### src/rtl/des_key_sched.sv
// DES key schedule front end: PC-1 permutation and per-round C/D rotation.
// Emits one C||D value per round over a valid/ready handshake, in either order.
module des_key_sched (
    input  logic        clk,
    input  logic        rst_n,
    input  logic        start,
    input  logic        decrypt,
    input  logic [63:0] key,
    output logic [55:0] cd_out,
    output logic [3:0]  round,
    output logic        cd_valid,
    input  logic        cd_ready,
    output logic        busy,
    output logic        done
);

    typedef enum logic [1:0] {
        IDLE = 2'd0,
        RUN  = 2'd1,
        FIN  = 2'd2
    } state_t;

    // PC-1 source bit for each output bit, output bit 1 first
    localparam logic [335:0] PC1_TBL = {
        6'd57, 6'd49, 6'd41, 6'd33, 6'd25, 6'd17, 6'd9,
        6'd1,  6'd58, 6'd50, 6'd42, 6'd34, 6'd26, 6'd18,
        6'd10, 6'd2,  6'd59, 6'd51, 6'd43, 6'd35, 6'd27,
        6'd19, 6'd11, 6'd3,  6'd60, 6'd52, 6'd44, 6'd36,
        6'd63, 6'd55, 6'd47, 6'd39, 6'd31, 6'd23, 6'd15,
        6'd7,  6'd62, 6'd54, 6'd46, 6'd38, 6'd30, 6'd22,
        6'd14, 6'd6,  6'd61, 6'd53, 6'd45, 6'd37, 6'd29,
        6'd21, 6'd13, 6'd5,  6'd28, 6'd20, 6'd12, 6'd4
    };

    state_t      state;
    state_t      state_nxt;
    logic        dec_q;
    logic        xfer;
    logic        last;
    logic [55:0] key_pc1;
    logic [55:0] cd_load;
    logic [55:0] cd_step;
    logic [4:0]  sh_r;
    logic        two;

    // Key bit n (1 = MSB) lives at key[64-n]
    function automatic logic [55:0] pc1(input logic [63:0] k);
        logic [55:0] r;
        logic [5:0]  p;
        r = '0;
        for (int i = 0; i < 56; i++) begin
            p = PC1_TBL[(55 - i) * 6 +: 6];
            r[55 - i] = k[6'd63 - (p - 6'd1)];
        end
        return r;
    endfunction

    // Rounds 1, 2, 9 and 16 shift by one, all others by two
    function automatic logic shift_two(input logic [4:0] r);
        return !((r == 5'd1) || (r == 5'd2) ||
                 (r == 5'd9) || (r == 5'd16));
    endfunction

    function automatic logic [27:0] rotl28(
        input logic [27:0] x,
        input logic        by2
    );
        return by2 ? {x[25:0], x[27:26]} : {x[26:0], x[27]};
    endfunction

    function automatic logic [27:0] rotr28(
        input logic [27:0] x,
        input logic        by2
    );
        return by2 ? {x[1:0], x[27:2]} : {x[0], x[27:1]};
    endfunction

    assign xfer = cd_valid & cd_ready;
    assign last = (round == 4'd15);
    assign busy = (state != IDLE);
    assign done = (state == FIN);

    // First entry: encrypt starts at C1D1, decrypt at C16D16 = C0D0
    always_comb begin
        key_pc1 = pc1(key);
        cd_load = key_pc1;
        if (!decrypt) begin
            cd_load = {rotl28(key_pc1[55:28], 1'b0),
                       rotl28(key_pc1[27:0], 1'b0)};
        end
    end

    // Next entry: step forward (encrypt) or backward (decrypt) one round
    always_comb begin
        sh_r = dec_q ? (5'd16 - {1'b0, round})
                     : ({1'b0, round} + 5'd2);
        two = shift_two(sh_r);
        cd_step = {rotl28(cd_out[55:28], two),
                   rotl28(cd_out[27:0], two)};
        if (dec_q) begin
            cd_step = {rotr28(cd_out[55:28], two),
                       rotr28(cd_out[27:0], two)};
        end
    end

    // State register
    always_ff @(posedge clk or negedge rst_n) begin
        if (!rst_n) begin
            state <= IDLE;
        end else begin
            state <= state_nxt;
        end
    end

    // Next-state logic
    always_comb begin
        state_nxt = state;
        case (state)
            IDLE: if (start) state_nxt = RUN;
            RUN:  if (xfer && last) state_nxt = FIN;
            FIN:  state_nxt = IDLE;
            default: state_nxt = IDLE;
        endcase
    end

    // C||D register, round index and valid flag
    always_ff @(posedge clk or negedge rst_n) begin
        if (!rst_n) begin
            cd_out   <= '0;
            round    <= '0;
            cd_valid <= 1'b0;
            dec_q    <= 1'b0;
        end else begin
            case (state)
                IDLE: begin
                    if (start) begin
                        cd_out   <= cd_load;
                        round    <= 4'd0;
                        cd_valid <= 1'b1;
                        dec_q    <= decrypt;
                    end
                end
                RUN: begin
                    if (xfer) begin
                        if (last) begin
                            cd_valid <= 1'b0;
                        end else begin
                            cd_out <= cd_step;
                            round  <= round + 4'd1;
                        end
                    end
                end
                default: begin
                end
            endcase
        end
    end

endmodule

### config.mk
export PLATFORM = sky130hd
export DESIGN_NAME = des_key_sched
export DESIGN_NICKNAME = d
export VERILOG_FILES = /design/src/rtl/des_key_sched.sv
export SDC_FILE = /design/constraint.sdc
export NUM_CORES = 1
export LEC_CHECK = 0
export ABC_CLOCK_PERIOD_IN_PS = 1950
export CELL_PAD_IN_SITES_DETAIL_PLACEMENT = 0
export CELL_PAD_IN_SITES_GLOBAL_PLACEMENT = 1
export CORE_MARGIN = 1.5
export CORE_UTILIZATION = 33
export DETAILED_ROUTE_END_ITERATION = 8
export GPL_ROUTABILITY_DRIVEN = 1
export PLACE_DENSITY = 0.75
export SLEW_MARGIN = 20
export SYNTH_ARGS = -nofsm -noshare
export SYNTH_HDL_FRONTEND = slang
export SYNTH_SLANG_ARGS = --single-unit
export TNS_END_PERCENT = 20
### constraint.sdc
create_clock -name clk -period 1.95 [get_ports clk]
set_input_delay 0.2925 -clock clk [delete_from_list [all_inputs] [get_ports clk]]
set_output_delay 0.2925 -clock clk [all_outputs]
set_load 0.05 [all_outputs]
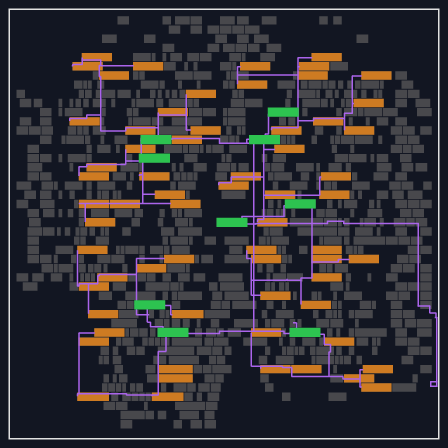
run_1/clock_wires.png
Key: clock wires = purple [length 959 um]; flip-flops = orange [count 64]; clock-net drivers = green [count 9]
There are 10 routed clock nets.
clk_skew: 0.00571 ns
Late-Pin Clk Latency: 0.33 ns
Clk. pwr: 1.58 mW
share of power burned in the clock network: 13.4%

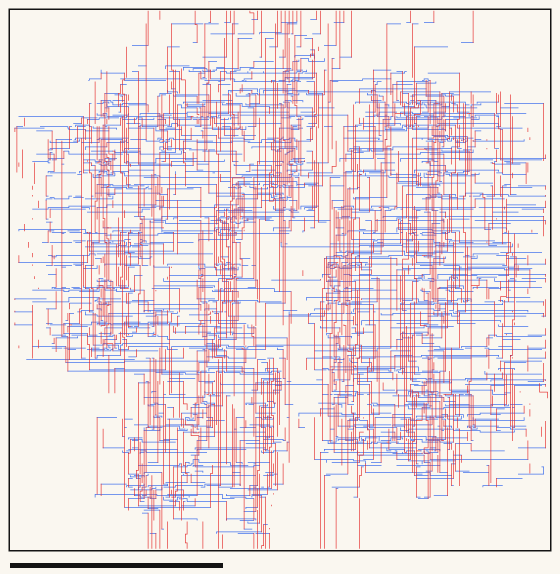
run_1/layers.png
Bar = 50 um. Two of the layers only.
Key: M2 = red [wire length 7,830 um]; M1 = blue [wire length 7,580 um]

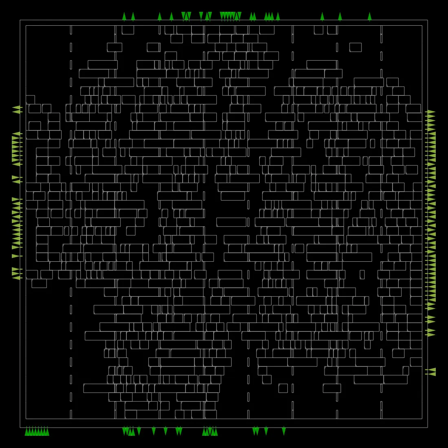
run_1/placed.png
core area: 0.0151 mm2
fill cell count: 1,427
final core occ: 50.2%
tap cells: 188
cell row count: 45

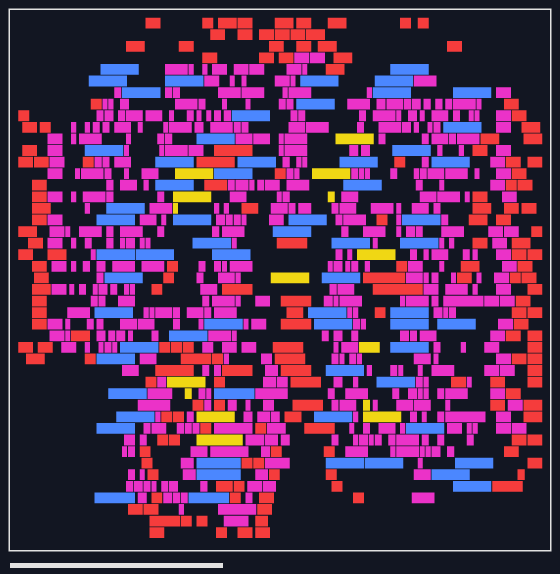
run_1/class_map.png
Bar = 50 um.
Key: remaining buffers and delay cells = red [cells 174]; registers = blue [cells 64]; remaining logic cells = magenta [cells 478]; clock drivers and dummy loads = yellow [cells 15]

==> run_results.csv, run 1 <==
group,metric,value,unit
final_timing,rsz0062_at_grt,"true",
power,seq_cell_power,3.00,mW
critical_path,worstPathMaxFanout,7,
layout,nClkBuffers,11,
final_timing,hold_viol,0,
critical_path,crit_type,"reg -> reg",
critical_path,endpoint,"cd_out[39]",
synthesis,yosys_most_used_dff,"dfrtp_1",
synthesis,async_reset_ff_share,100,%
power,power_switching,5.76,mW
layout,final_cell_mix,"nand3_1, nand2_1, clkdlybuf4s50_1",
layout,lay_top_count,"nand3_1",
final_timing,setup_viol,56,
clock_tree,holdBufCountCts,1,
critical_path,reg2reg_to,"cd_out[39]",
layout,biggestCellCategory,"combinational gates",
final_timing,tightest_slew,0.522,ns
status,outcome,"complete, but fails checks",
clock_tree,post_cts_buffers,4,
floorplanning,ios,132,
layout,comb_share,46.4,%
global_route,grt_pass1_wl,25.8,mm
layout,design.seq.count,64,
power,powerComb,7.19,mW
clock_tree,cts_max_path_buffers,2,
drt,avgRoutedWirePerCell,18.2,um
global_route,grt_usage,19.7,%
critical_path,r2r_slack,-0.09,ns
synthesis,ys_sh_aoi,10.5,%
floorplanning,die_area,0.0161,mm2
synthesis,synth-seq-cells,64,
status,violations,"negative setup slack",
layout,area_growth,49.7,%
drt,avgViaCountPerCell,5.61,
synthesis,edf_count,0,
final_timing,setup_slack,-0.0918,ns
clock_tree,cts_tree,"yes",
power,comb_power_share,61.1,%
place,placed_area,0.00681,mm2
synthesis,yosys.area.top_type,"dfrtp_1",
layout,logic_gate_count,474,
layout,final-clk-cell-share,3.80,%
critical_path,end_kind,"flop",
place,preCtsSetupSlack,-0.193,ns
clock_tree,cts_root_buf,"clkbuf_16",
critical_path,reg2regPathDepth,9,
final_timing,fin_crit,2.04,ns
==> run 1: layer usage <==
layer,share of wire [%],GRT usage [%],vias to the layer above,wire (um)
met5,0,0,-,0
met4,2.6,6.08,0,427
met3,5.2,4.30,29,870
met2,47,32.7,166,7830
met1,45,25.7,2510,7580
li1,-,-,2455,-
==> run 1: sequential cells by signal, summed over array words and instances, names as in the netlist <==
register and count:
state 2, round 4, cd_out 56, cd_valid 1, dec_q 1
==> run 1: critical path, cell delays in order, from the launching register on <==
cell and delay, ns:
dfrtp_4 0.51, buf_6 0.14, ha_4 0.16, xor2_2 0.14
o21ai_2 0.08, o21ai_4 0.19, buf_6 0.18, clkbuf_16 0.17
mux2_2 0.33, nand3_1 0.08
run_1/floorplan.png
Bar = 50 um. Pins as bars on the die edge. Tap cells in gray.
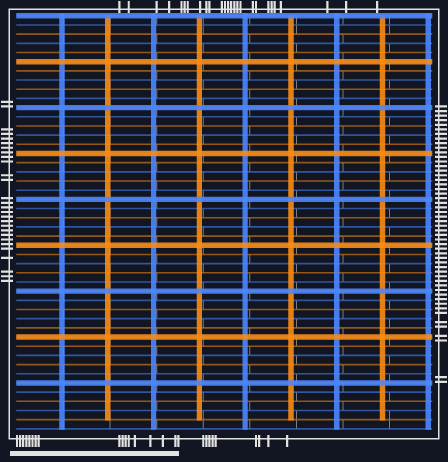

## Run 2: what changed since run 1
--- a/config.mk
+++ b/config.mk
@@ -6,13 +6,12 @@
 export NUM_CORES = 1
 export LEC_CHECK = 0
 export ABC_CLOCK_PERIOD_IN_PS = 1950
-export CELL_PAD_IN_SITES_DETAIL_PLACEMENT = 0
-export CELL_PAD_IN_SITES_GLOBAL_PLACEMENT = 1
 export CORE_MARGIN = 1.5
-export CORE_UTILIZATION = 33
+export CORE_UTILIZATION = 45
+export CTS_CLUSTER_DIAMETER = 60
 export DETAILED_ROUTE_END_ITERATION = 8
 export GPL_ROUTABILITY_DRIVEN = 1
-export PLACE_DENSITY = 0.75
+export PLACE_DENSITY = 0.76
 export SLEW_MARGIN = 20
 export SYNTH_ARGS = -nofsm -noshare
 export SYNTH_HDL_FRONTEND = slang
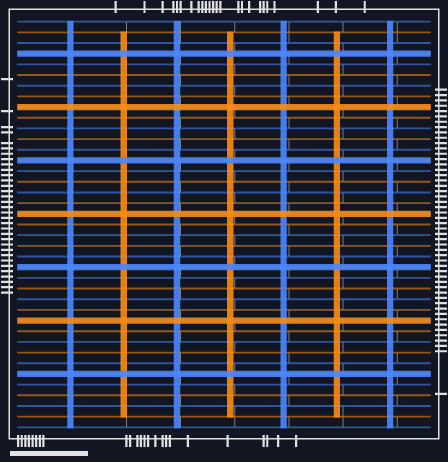
run_2/floorplan.png
Bar = 20 um. Pins as bars on the die edge. Tap cells in gray.
Key: VSS = blue; VDD = orange
7 straps on met4. 132 signal pins sit on the boundary.

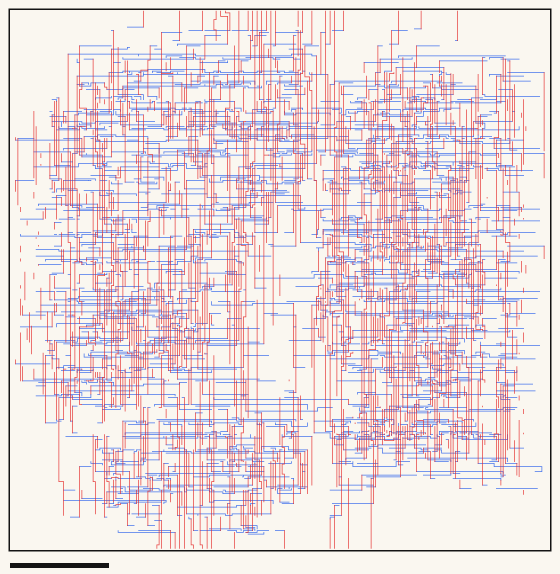
run_2/layers.png
Bar = 20 um. Two of the layers only.
Key: M1 = blue [wire length 6,790 um]; M2 = red [wire length 7,740 um]

==> run 2 against run 1 <==
  * Largest cell class unchanged
  * The flow still finishes with violations (negative setup slack)
  * Synthesized area is the same
  * Via count grew 2.0%
  * Sequential share of layout area grew 0.43 points
  * Synthesized cell count is the same
  * Clock power shrank about 20%
  * Critical path type unchanged
  * Non-clock buffer count shrank 8
==> run_results.csv, run 2 <==
group,metric,value,unit
critical_path,end_kind,"flop",
synthesis,yosys_most_used_dff,"dfrtp_1",
final_timing,hold_viol,0,
critical_path,reg2reg_to,"cd_out[48]",
floorplanning,die_area,0.0119,mm2
clock_tree,cts_max_path_buffers,2,
final_timing,setup_slack,-0.0843,ns
layout,comb_share,47.8,%
global_route,use_met1,34.1,%
global_route,grt_usage,26.1,%
status,violations,"negative setup slack",
drt,wl_met3,1.22,mm
floorplanning,num_rows,38,
floorplanning,ios,132,
layout,final-clk-cell-share,2.88,%
drt,drt-met1-wl,6.79,mm
critical_path,crit_cells,9,
status,outcome,"complete, but fails checks",
critical_path,crit_family,"AND-OR/OR-AND gates",
drt,avgViaCountPerCell,6.09,
critical_path,worst-path-buf-inv,3,
final_timing,setup_viol,56,
layout,reg.largest.list,"cd_out (56), round (4), state (2)",
layout,design.seq.count,64,
layout,biggestCellCategory,"combinational gates",
layout,area_growth,46.7,%
layout,largest_reg_flops,56,
final_timing,fin_crit,2.03,ns
==> run 2: through the flow <==
step | hold WS [ns] | util, % | instance area [um2] | power [mW] | std cells
after global placement | 0.304 | 62.1 | 6760 | 9.07 | 840
after detailed placement | 0.315 | 62.1 | 6760 | 9.19 | 840
final | 0.497 | 68.2 | 7430 | 11.2 | 864
after floorplan | -0.00309 | - | 5260 | 7.04 | 595
after global routing | 0.531 | 68.2 | 7430 | 11.6 | 864
after CTS | 0.507 | 66.4 | 7230 | 11.0 | 863
==> run 2: report_power, final <==
group	internal, mW	switching [mW]	leakage [nW]
Clock	0.756	0.516	0.108
Combinational	2.85	4.05	2.41
Sequential	1.94	1.05	0.784
Total	5.54	5.61	3.30
Power and IR drop assume default switching activity.
